<file path="src/rtl/dual_fifo_pkg.sv">
// Shared types and constants for the dual FIFO controller.
// Latency: none (declarations only).
// Backpressure: not applicable.
package dual_fifo_pkg;

    localparam int   FIFO_DW = 9;
    localparam logic SIDE_A  = 1'b0;
    localparam logic SIDE_B  = 1'b1;

    typedef enum logic [2:0] {
        IDLE,
        RST,
        WR,
        RD,
        RECOVER
    } state_e;

endpackage

</file>
<file path="src/rtl/flag_sync.sv">
// Multi-flop synchronizer for one asynchronous FIFO flag.
// Latency: DEPTH clocks from pin change to sync_o.
// Backpressure: none; free-running.
module flag_sync #(
    parameter int   DEPTH   = 2,
    parameter logic RST_VAL = 1'b1
) (
    input  logic clk,
    input  logic rst_,
    input  logic async_i,
    output logic sync_o
);

    logic [DEPTH-1:0] sync_q;

    // Shift the raw flag through DEPTH flops; reset to the safe value for this flag.
    always_ff @(posedge clk) begin
        if (!rst_) begin
            sync_q <= {DEPTH{RST_VAL}};
        end else begin
            sync_q <= {sync_q[DEPTH-2:0], async_i};
        end
    end

    assign sync_o = sync_q[DEPTH-1];

endmodule

</file>
<file path="src/rtl/dual_fifo_ctl.sv">
// Sequences write, read and reset strobes for a dual 1024x9 asynchronous FIFO, one operation at a time.
// Latency: wr_ack STROBE_CYC+1 clocks after grant; rd_valid STROBE_CYC+1 clocks after read grant.
// Backpressure: wr_req held until wr_ack; a buffered read word blocks further reads until rd_ready.
module dual_fifo_ctl
    import dual_fifo_pkg::*;
#(
    parameter int STROBE_CYC = 3,
    parameter int ACCESS_CYC = 2,
    parameter int RS_CYC     = 4,
    parameter int FLAG_SYNC  = 2
) (
    input  logic               clk,
    input  logic               rst_,
    input  logic               flush,
    input  logic               wr_req_a,
    input  logic               wr_req_b,
    input  logic [FIFO_DW-1:0] wr_data_a,
    input  logic [FIFO_DW-1:0] wr_data_b,
    output logic               wr_ack_a,
    output logic               wr_ack_b,
    output logic               rd_valid,
    input  logic               rd_ready,
    output logic [FIFO_DW-1:0] rd_data,
    output logic               rd_src,
    output logic               busy,
    output logic [FIFO_DW-1:0] DA,
    output logic [FIFO_DW-1:0] DB,
    output logic               WA_,
    output logic               WB_,
    output logic               RA_,
    output logic               RB_,
    output logic               RSA_,
    output logic               RSB_,
    input  logic               EFA_,
    input  logic               EFB_,
    input  logic               FFA_,
    input  logic               FFB_,
    input  logic [FIFO_DW-1:0] QA,
    input  logic [FIFO_DW-1:0] QB
);

    // One shared counter times strobes, reset pulses and recovery; 8 bits covers all sane settings.
    localparam int CW = 8;
    localparam logic [CW-1:0] STB_LAST = CW'(STROBE_CYC - 1);
    localparam logic [CW-1:0] ACC_LAST = CW'(ACCESS_CYC - 1);
    localparam logic [CW-1:0] RS_LAST  = CW'(RS_CYC - 1);
    localparam logic [CW-1:0] REC_LAST = CW'(FLAG_SYNC);

    logic efa_s, efb_s, ffa_s, ffb_s;

    // Empty flags reset to "empty" and full flags to "not full" so nothing is strobed before the pins settle.
    flag_sync #(.DEPTH(FLAG_SYNC), .RST_VAL(1'b0)) u_sync_efa (.clk(clk), .rst_(rst_), .async_i(EFA_), .sync_o(efa_s));
    flag_sync #(.DEPTH(FLAG_SYNC), .RST_VAL(1'b0)) u_sync_efb (.clk(clk), .rst_(rst_), .async_i(EFB_), .sync_o(efb_s));
    flag_sync #(.DEPTH(FLAG_SYNC), .RST_VAL(1'b1)) u_sync_ffa (.clk(clk), .rst_(rst_), .async_i(FFA_), .sync_o(ffa_s));
    flag_sync #(.DEPTH(FLAG_SYNC), .RST_VAL(1'b1)) u_sync_ffb (.clk(clk), .rst_(rst_), .async_i(FFB_), .sync_o(ffb_s));

    state_e            state_q;
    logic [CW-1:0]     cnt_q;
    logic              side_q;
    logic              wr_ptr_q, rd_ptr_q;
    logic              flush_pend_q;
    logic              wa_n_q, wb_n_q, ra_n_q, rb_n_q, rs_n_q;
    logic [FIFO_DW-1:0] da_q, db_q, rd_data_q;
    logic              wr_ack_a_q, wr_ack_b_q;
    logic              rd_valid_q, rd_src_q, busy_q;

    logic wr_el_a, wr_el_b, rd_el_a, rd_el_b;
    logic wr_sel, rd_sel;

    // Eligibility and round-robin choice; the pointer only matters when both halves qualify.
    always_comb begin
        wr_el_a = wr_req_a && ffa_s;
        wr_el_b = wr_req_b && ffb_s;
        rd_el_a = efa_s && !rd_valid_q;
        rd_el_b = efb_s && !rd_valid_q;
        wr_sel  = (wr_el_a && wr_el_b) ? wr_ptr_q : (wr_el_b ? SIDE_B : SIDE_A);
        rd_sel  = (rd_el_a && rd_el_b) ? rd_ptr_q : (rd_el_b ? SIDE_B : SIDE_A);
    end

    // Controller FSM: every pin-facing output is a register written here.
    always_ff @(posedge clk) begin
        if (!rst_) begin
            state_q      <= RST;
            cnt_q        <= '0;
            side_q       <= SIDE_A;
            wr_ptr_q     <= SIDE_A;
            rd_ptr_q     <= SIDE_A;
            flush_pend_q <= 1'b0;
            wa_n_q       <= 1'b1;
            wb_n_q       <= 1'b1;
            ra_n_q       <= 1'b1;
            rb_n_q       <= 1'b1;
            rs_n_q       <= 1'b0;
            da_q         <= '0;
            db_q         <= '0;
            wr_ack_a_q   <= 1'b0;
            wr_ack_b_q   <= 1'b0;
            rd_valid_q   <= 1'b0;
            rd_data_q    <= '0;
            rd_src_q     <= SIDE_A;
            busy_q       <= 1'b1;
        end else begin
            wr_ack_a_q <= 1'b0;
            wr_ack_b_q <= 1'b0;
            if (rd_valid_q && rd_ready) begin
                rd_valid_q <= 1'b0;
            end
            // A flush during an operation waits for it to finish; strobes are never cut short.
            if (flush && (state_q == WR || state_q == RD || state_q == RECOVER)) begin
                flush_pend_q <= 1'b1;
            end

            case (state_q)
                IDLE: begin
                    if (flush || flush_pend_q) begin
                        state_q      <= RST;
                        cnt_q        <= '0;
                        rs_n_q       <= 1'b0;
                        rd_valid_q   <= 1'b0;
                        wr_ptr_q     <= SIDE_A;
                        rd_ptr_q     <= SIDE_A;
                        flush_pend_q <= 1'b0;
                        busy_q       <= 1'b1;
                    end else if (wr_el_a || wr_el_b) begin
                        state_q  <= WR;
                        cnt_q    <= '0;
                        side_q   <= wr_sel;
                        wr_ptr_q <= ~wr_sel;
                        busy_q   <= 1'b1;
                        if (wr_sel == SIDE_A) begin
                            da_q   <= wr_data_a;
                            wa_n_q <= 1'b0;
                        end else begin
                            db_q   <= wr_data_b;
                            wb_n_q <= 1'b0;
                        end
                    end else if (rd_el_a || rd_el_b) begin
                        state_q  <= RD;
                        cnt_q    <= '0;
                        side_q   <= rd_sel;
                        rd_ptr_q <= ~rd_sel;
                        busy_q   <= 1'b1;
                        if (rd_sel == SIDE_A) begin
                            ra_n_q <= 1'b0;
                        end else begin
                            rb_n_q <= 1'b0;
                        end
                    end else begin
                        busy_q <= 1'b0;
                    end
                end
                RST: begin
                    // A further flush while resetting simply restarts the pulse.
                    if (flush) begin
                        cnt_q <= '0;
                    end else if (cnt_q == RS_LAST) begin
                        state_q <= RECOVER;
                        cnt_q   <= '0;
                        rs_n_q  <= 1'b1;
                    end else begin
                        cnt_q <= cnt_q + 1'b1;
                    end
                end
                WR: begin
                    if (cnt_q == STB_LAST) begin
                        state_q    <= RECOVER;
                        cnt_q      <= '0;
                        wa_n_q     <= 1'b1;
                        wb_n_q     <= 1'b1;
                        wr_ack_a_q <= (side_q == SIDE_A);
                        wr_ack_b_q <= (side_q == SIDE_B);
                    end else begin
                        cnt_q <= cnt_q + 1'b1;
                    end
                end
                RD: begin
                    if (cnt_q == ACC_LAST) begin
                        rd_data_q <= (side_q == SIDE_B) ? QB : QA;
                        rd_src_q  <= side_q;
                    end
                    if (cnt_q == STB_LAST) begin
                        state_q    <= RECOVER;
                        cnt_q      <= '0;
                        ra_n_q     <= 1'b1;
                        rb_n_q     <= 1'b1;
                        rd_valid_q <= 1'b1;
                    end else begin
                        cnt_q <= cnt_q + 1'b1;
                    end
                end
                RECOVER: begin
                    // Give the synchronized flags time to reflect the operation just done.
                    if (cnt_q == REC_LAST) begin
                        state_q <= IDLE;
                        cnt_q   <= '0;
                        busy_q  <= 1'b0;
                    end else begin
                        cnt_q <= cnt_q + 1'b1;
                    end
                end
                default: begin
                    state_q <= RECOVER;
                    cnt_q   <= '0;
                    wa_n_q  <= 1'b1;
                    wb_n_q  <= 1'b1;
                    ra_n_q  <= 1'b1;
                    rb_n_q  <= 1'b1;
                    busy_q  <= 1'b1;
                end
            endcase
        end
    end

    assign WA_      = wa_n_q;
    assign WB_      = wb_n_q;
    assign RA_      = ra_n_q;
    assign RB_      = rb_n_q;
    assign RSA_     = rs_n_q;
    assign RSB_     = rs_n_q;
    assign DA       = da_q;
    assign DB       = db_q;
    assign wr_ack_a = wr_ack_a_q;
    assign wr_ack_b = wr_ack_b_q;
    assign rd_valid = rd_valid_q;
    assign rd_data  = rd_data_q;
    assign rd_src   = rd_src_q;
    assign busy     = busy_q;

endmodule
</file>
<file path="config.mk">
export PLATFORM = sky130hd
export DESIGN_NAME = dual_fifo_ctl
export DESIGN_NICKNAME = d
export VERILOG_FILES = /design/src/rtl/dual_fifo_pkg.sv /design/src/rtl/flag_sync.sv /design/src/rtl/dual_fifo_ctl.sv
export SDC_FILE = /design/constraint.sdc
export NUM_CORES = 1
export LEC_CHECK = 0
export CORE_MARGIN = 4
export CORE_UTILIZATION = 27
export CTS_BUF_LIST = sky130_fd_sc_hd__clkbuf_2
export DETAILED_ROUTE_END_ITERATION = 10
export PLACE_DENSITY = 0.62
export SYNTH_ARGS = -nofsm -noshare
export SYNTH_HDL_FRONTEND = slang
export SYNTH_SLANG_ARGS = --single-unit
</file>
<file path="constraint.sdc">
create_clock -name clk -period 1.8 [get_ports clk]
set_input_delay 0.36 -clock clk [delete_from_list [all_inputs] [get_ports clk]]
set_output_delay 0.36 -clock clk [all_outputs]
set_load 0.01 [all_outputs]
</file>
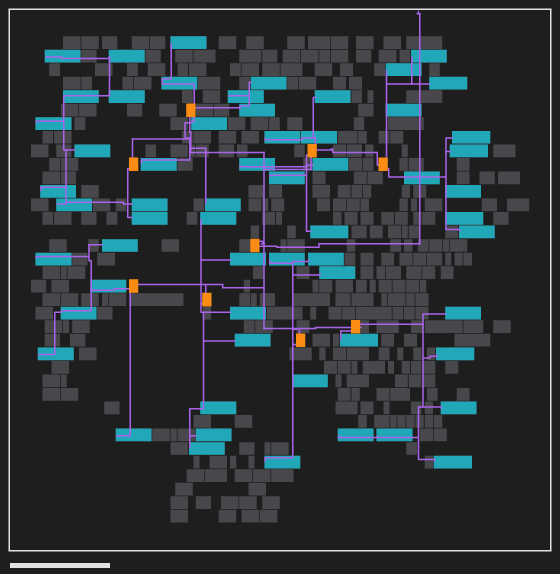
*Clock distribution*
Bar = 20 um.
cyan -> flip-flops  # count 60
purple -> clock wires  # length 851 um
orange -> cells driving clock nets  # count 9
flops lie = widely spread
Clock power frac: 22.7%
Worst Skew: 0.0229 ns
clk latency late pin: 0.47 ns
Clk. pwr: 0.793 mW

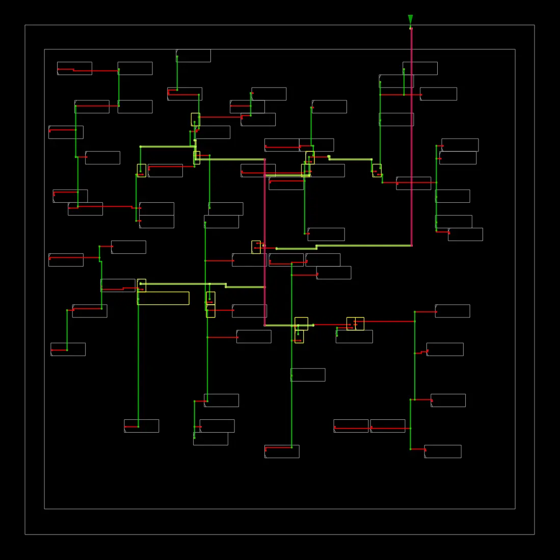
*The clock network*
clock buffer count: 9
flip-flops: 60
total clock sinks: 60
CTS buffer count: 9

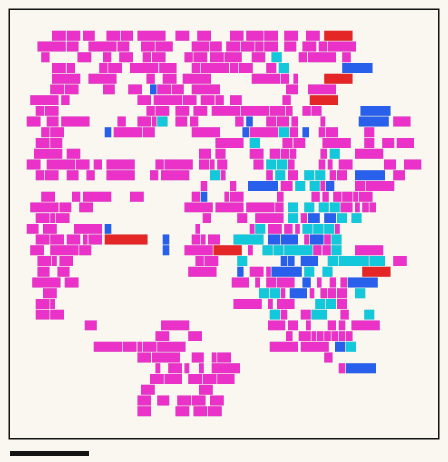
*Cell sizes after repair*
Bar = 20 um.
magenta -> drive 1 or less  # cells 320, share 80%
red -> drive 6 and up  # cells 6, share 1.5%
blue -> drive 2  # cells 30, share 7.5%
cyan -> drive 3 to 4  # cells 46, share 11%
Layout area overhead: 52.0%
PnR worst setup slack: -0.115 ns
final instance area: 4150 um^2
Buffers, non-clock: 128

==> results.py <==
# Auto-generated metrics
metrics = {
    "cells_and_area": {
        "comb_share_pct": 34.1,
        "comb_area_um2": 1420,
        "dominant-cell-class": "combinational gates",
        "drive_above_1_share_pct": 20.4,
        "finalNonFillerCells": 535,
        "final_cell_mix": "dfxtp_1, clkdlybuf4s50_1, buf_4",
        "inv_count": 8,
        "layout_top_cell": "dfxtp_1",
        "seq_share_pct": 29.2,
        "fillCellCount": 993,
        "final_util_pct": 42.2,
    },
    "worst_setup_path": {
        "path_cells": "or4_4 > or4_4 > a211oi_4 > o211ai_1",
        "criticalPathCategory": "register to register",
        "reg2regPathDepth": 4,
        "r2r_slack_ns": -0.12,
        "critPathMaxFanout": 2,
        "cp_top_family": "simple AND/OR/NAND/NOR gates",
        "cp_num_cells": 4,
        "critical_path_buf_inv_count": 0,
        "cp-startpoint": "cnt_q[7]",
        "startpoint_type": "register",
        "cp_common_cell": "or4_4",
        "crit_slowest_cell": "or4_4",
        "slowest_delay_ns": 0.56,
        "crit_path_end_kind": "register",
        "cp.arrival_ns": 2.27,
        "timing.rr.start": "cnt_q[7]",
    },
    "final_timing": {
        "slew_violations": 0,
        "setup_tns_ns": -0.234,
        "timing.final.crit_share_pct": 106,
        "whs_ns": 0.428,
        "max_freq_mhz": 522,
        "setup_viol": 3,
        "fin_ws_ns": -0.115,
        "worst_pin_slew_ns": 0.543,
        "hold_viol_final": 0,
        "rsz0062_at_grt": "true",
        "slew_headroom_pct": 63.6,
    },
    "global_routing": {
        "antenna_found_initial": 0,
        "first_global_vias": 2469,
        "grt_use_met1_pct": 15.1,
        "grt_max_degree": 33,
        "met2_usage_pct": 21.0,
        "grt_pass1_wl_um": 11700,
        "grtUsageTotal_pct": 12.5,
        "grt.busiest_layer": "met2",
        "grt_remaining_overflow": 0,
    },
    "power": {
        "p_sw_share_pct": 31.6,
        "power_top_consumer": "registers",
        "p_seq_share_pct": 43.6,
        "leakage_nw": 2.02,
        "vdd_drop_max_mv": 0.482,
        "netSwitchingPower_mw": 1.11,
        "power_mw": 3.50,
        "power.density_nw_per_um2": 843,
        "p_comb_share_pct": 33.7,
        "seq_power_mw": 1.52,
        "intPower_mw": 2.39,
    },
    "synth": {
        "topCellsByArea": "dfxtp_1, mux2i_1, nor2b_1",
        "avgSynthCellArea_um2": 9.92,
        "numSynthFlops": 60,
        "flop_cell": "dfxtp_1",
        "yosys-stat-cells": 275,
        "mux_share_pct": 11.0,
        "synthSimpleGateAreaFrac_pct": 21.6,
        "fp_nets": 325,
        "synthArstFlopShare_pct": 0,
        "yosys_warnings": 0,
        "ys_seq_share_pct": 44.0,
        "fa_ha_area_share_pct": 1.83,
        "syn_inst": 275,
        "topCombFamilyByArea": "simple AND/OR/NAND/NOR gates",
        "yosysMostFrequentCell": "dfxtp_1",
        "yosysUniqueCellTypes": 51,
        "edf_count": 0,
        "ys_sh_aoi_pct": 16.6,
        "synthTopCellsByCount": "dfxtp_1, mux2i_1, nand2_1",
        "syn_area_um2": 2730,
    },
    "floorplanning": {
        "ios": 84,
        "floorplan.rows": 36,
        "die-height_um": 109,
        "chipArea_um2": 11800,
        "tapCellCount": 133,
        "fp.dieW_um": 109,
        "fp_util_pct": 27.8,
        "core_area_um2": 9820,
    },
    "detailed_routing": {
        "wl_met1_um": 3160,
        "viasPerCell": 4.53,
        "met2_length_um": 3520,
        "first_pass_iters": 4,
        "drt.antenna.violating_nets": 0,
        "num_vias": 2426,
        "wl_met3_um": 369,
        "drc_errors": 0,
        "wl_per_cell_um": 13.4,
        "wirelength_um": 7170,
    },
    "clock_network": {
        "clockRootBuffer": "clkbuf_2",
        "clkTransAtPathRegs_ns": 0.18,
        "cts_tree": "yes",
        "postCtsSetupBuffers": 0,
        "hold_buffers": 0,
        "cts_resized": 30,
    },
    "min_path": {
        "holdPathStages": 1,
        "hp-start": "u_sync_ffb.sync_q[0]",
        "hold_path.class": "register to register",
        "hold_end": "u_sync_ffb.sync_q[1]",
    },
    "job": {
        "max_cap_violations": 0,
    },
    "place": {
        "placed_area_um2": 4010,
        "hpwlAfterDp_um": 5420,
        "dp_slack_ns": -0.442,
        "dp.cells": 518,
    },
    "run_status": {
        "failed_checks": "negative setup slack",
        "status": "complete, but fails checks",
    },
}
Power and IR drop assume default switching activity.
